[config.mk]
export PLATFORM = sky130hd
export DESIGN_NAME = cook_timer
export DESIGN_NICKNAME = d
export VERILOG_FILES = /design/src/rtl/cook_timer.sv
export SDC_FILE = /design/constraint.sdc
export NUM_CORES = 1
export LEC_CHECK = 0
export CORE_MARGIN = 4
export CORE_UTILIZATION = 30
export CTS_BUF_LIST = sky130_fd_sc_hd__clkbuf_16
export CTS_CLUSTER_DIAMETER = 100
export DETAILED_ROUTE_END_ITERATION = 8
export SYNTH_ARGS = -nofsm -noshare
export SYNTH_HDL_FRONTEND = slang
export SYNTH_SLANG_ARGS = --single-unit
[constraint.sdc]
create_clock -name clk -period 2.15 [get_ports clk]
set_input_delay 0.43 -clock clk [delete_from_list [all_inputs] [get_ports clk]]
set_output_delay 0.43 -clock clk [all_outputs]
set_load 0.03 [all_outputs]
[src/rtl/cook_timer.sv]
// Microwave cook timer: BCD mm:ss countdown with keypad entry while not running.
// Ports: clk, rst (sync, active-high), clearn (sync, active-low clear), digit_valid/digit (keypad),
//        mag_on (countdown enable), min_tens..sec_ones (BCD display), timer_done, done_pulse, running.
module cook_timer #(
  parameter int TICKS_PER_SEC = 50_000_000
) (
  input  logic       clk,
  input  logic       rst,
  input  logic       clearn,
  input  logic       digit_valid,
  input  logic [3:0] digit,
  input  logic       mag_on,
  output logic [3:0] min_tens,
  output logic [3:0] min_ones,
  output logic [3:0] sec_tens,
  output logic [3:0] sec_ones,
  output logic       timer_done,
  output logic       done_pulse,
  output logic       running
);

  typedef enum logic [1:0] {IDLE, ARMED, RUNNING} state_t;

  localparam int PW = (TICKS_PER_SEC > 2) ? $clog2(TICKS_PER_SEC) : 1;
  localparam logic [PW-1:0] PS_MAX = PW'(TICKS_PER_SEC - 1);

  state_t        state;
  logic [PW-1:0] prescaler;

  logic          digit_ok;
  logic [15:0]   shifted;
  logic          shift_zero;
  logic [3:0]    dec_mt, dec_mo, dec_st, dec_so;
  logic          dec_zero;
  logic          tick;

  // Keypad digits are ignored while the magnetron is counting down.
  assign digit_ok   = digit_valid && (digit <= 4'd9) && (state != RUNNING);
  assign shifted    = {min_ones, sec_tens, sec_ones, digit};
  assign shift_zero = (shifted == 16'h0000);
  assign tick       = (prescaler == PS_MAX);
  assign dec_zero   = ({dec_mt, dec_mo, dec_st, dec_so} == 16'h0000);

  // BCD borrow chain. Seconds-tens wraps to 5, not 9; entered values of 6..9
  // in seconds-tens simply count down from there.
  always_comb begin
    dec_mt = min_tens;
    dec_mo = min_ones;
    dec_st = sec_tens;
    dec_so = sec_ones - 4'd1;
    if (sec_ones == 4'd0) begin
      dec_so = 4'd9;
      if (sec_tens != 4'd0) begin
        dec_st = sec_tens - 4'd1;
      end else begin
        dec_st = 4'd5;
        if (min_ones != 4'd0) begin
          dec_mo = min_ones - 4'd1;
        end else begin
          dec_mo = 4'd9;
          dec_mt = min_tens - 4'd1;
        end
      end
    end
  end

  always_ff @(posedge clk) begin
    if (rst) begin
      {min_tens, min_ones, sec_tens, sec_ones} <= 16'h0000;
      timer_done <= 1'b1;
      done_pulse <= 1'b0;
      running    <= 1'b0;
      prescaler  <= '0;
      state      <= IDLE;
    end else if (!clearn) begin
      // A clear is not an end of cook, so it never beeps.
      {min_tens, min_ones, sec_tens, sec_ones} <= 16'h0000;
      timer_done <= 1'b1;
      done_pulse <= 1'b0;
      running    <= 1'b0;
      prescaler  <= '0;
      state      <= IDLE;
    end else begin
      done_pulse <= 1'b0;
      if (digit_ok) begin
        // Shifting can also drop the only non-zero digit (e.g. 10:00 + "0").
        {min_tens, min_ones, sec_tens, sec_ones} <= shifted;
        timer_done <= shift_zero;
        state      <= shift_zero ? IDLE : ARMED;
        running    <= 1'b0;
        prescaler  <= '0;
      end else begin
        case (state)
          IDLE: begin
            prescaler <= '0;
            running   <= 1'b0;
          end
          ARMED: begin
            prescaler <= '0;
            if (mag_on) begin
              state   <= RUNNING;
              running <= 1'b1;
            end
          end
          RUNNING: begin
            if (!mag_on) begin
              // Pause: the partial second is discarded.
              state     <= ARMED;
              running   <= 1'b0;
              prescaler <= '0;
            end else if (tick) begin
              prescaler <= '0;
              {min_tens, min_ones, sec_tens, sec_ones} <= {dec_mt, dec_mo, dec_st, dec_so};
              if (dec_zero) begin
                state      <= IDLE;
                running    <= 1'b0;
                timer_done <= 1'b1;
                done_pulse <= 1'b1;
              end
            end else begin
              prescaler <= prescaler + 1'b1;
            end
          end
          default: begin
            state     <= IDLE;
            running   <= 1'b0;
            prescaler <= '0;
          end
        endcase
      end
    end
  end

endmodule
Clock wires, drivers and flops:
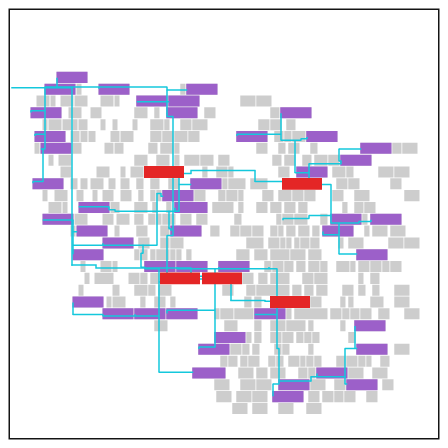
[red] clock drivers | count: 5
[cyan] clock wires | length: 671 µm
[purple] flip-flops | count: 47
routed clock nets: 6
flops lie: all over the die

Cell outlines without signal wires:
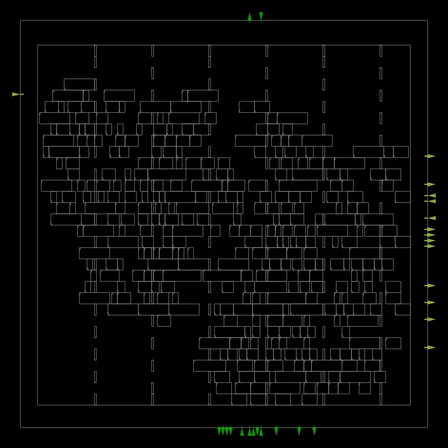
Final Util: 0.4271
flop count: 47
Core Box Area: 7848 µm²
Final Non-Filler Cells: 468

Wire density map:
20 x 20 tiles, from black (low) to pale yellow (high), scaled to the fullest tile. Values are wire area over tile area, all layers added.
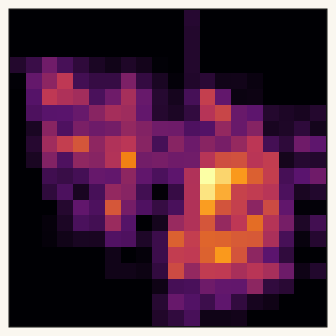
nearly empty tiles: 38%
emptiest ninth of the die: lower left
mean over tiles: 0.11

Selected gate families:
Scale bar: 20 µm.
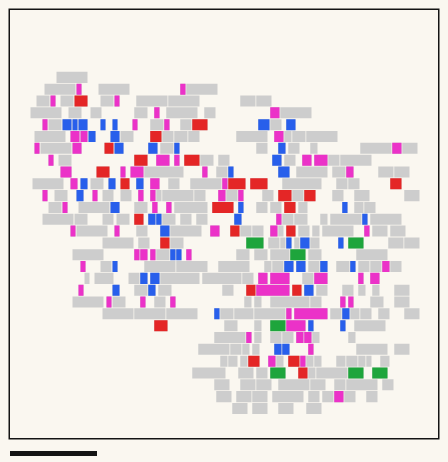
| colour | family | cells |
|---|---|---|
| red | and/or cells | 25 |
| magenta | nor cells | 71 |
| green | mux cells | 7 |
| blue | nand cells | 49 |

==> qor.csv <==
stage;metric;value;unit
final_layout;layout net count;376;
final_layout;Fillers;814;
final_layout;most frequent logic cell in the layout;buf_4;
synthesis;synth cell count leaders;dfxtp_1 (47), nor2_1 (42), nand2_1 (18), nand3_1 (15), o21ai_0 (15);
synthesis;synthesized area per cell;8.293;µm²
clock_network;Latency at later pin;290;ps
synthesis;EDFF count, synth;0;
final_layout;bufs w/o clock;76;
final_layout;max reg flops;26;
timing;cycle use final;1.055;
synthesis;cell area after synthesis;2455;µm²
route;WL final;6635;µm
final_layout;area delta synth->final;36.54;%
synthesis;Synth area leader;dfxtp_1;
hold_path;Hold WC Path Type;reg2reg;
run_status;failing checks;negative setup slack;
final_layout;most common logic cells in the final layout;buf_4 (49), dfxtp_1 (45), nor2_1 (41);
global_route;gr busiest metal;met2;
timing;setup violators final;2;
timing;RSZ-0062 raised after global routing;true;
clock_network;Post-CTS Setup Repair Bufs;0;
global_route;number of global-route vias before repair;2336;
power_and_ir_drop;top power group;sequential cells;
clock_network;clock tree sinks;47;
global_route;initial antenna violation count;0;
place;gpl congestion;0.8715;
synthesis;Cells after Synth;296;
global_route;grt met1 use;0.1751;
power_and_ir_drop;Comb. pwr;218;µW
critical_path;Worst Setup SP;prescaler[11];
route;Residual DRC;0;
timing;Setup WS post-layout;-118.9;ps
flow_run;OpenROAD warning count;29;
run_status;run status;finished with violations;
synthesis;Syn. warnings;0;
-- path summary, 6_finish.rpt --
kind,endpoint,slack (ps),depth (start not counted)
setup / recovery,min_tens[3],-120,5
hold / removal,running,510,2
setup reg to reg,min_tens[3],-120,5
hold reg to reg,running,510,2
-- kinds of logic after synthesis --
group	after synthesis	share of synthesized area
buffers and inverters	20	0.03619
xor gates and xnor gates	27	0.09633
AOI/OAI and AO/OA	48	0.1254
muxes	7	0.02905
adders and majority gates	2	0.01019
and+or+nand+nor	145	0.3196
DFF	47	0.3833
-- routing by layer --
| layer | share of wire | wire length (µm) |
|---|---|---|
| met4 | 0.017 | 110 |
| met5 | 0 | 0 |
| met1 | 0.47 | 3103 |
| met3 | 0.040 | 264 |
| met2 | 0.48 | 3155 |
Power figures rest on the tool's default switching activity, not on a simulated workload.
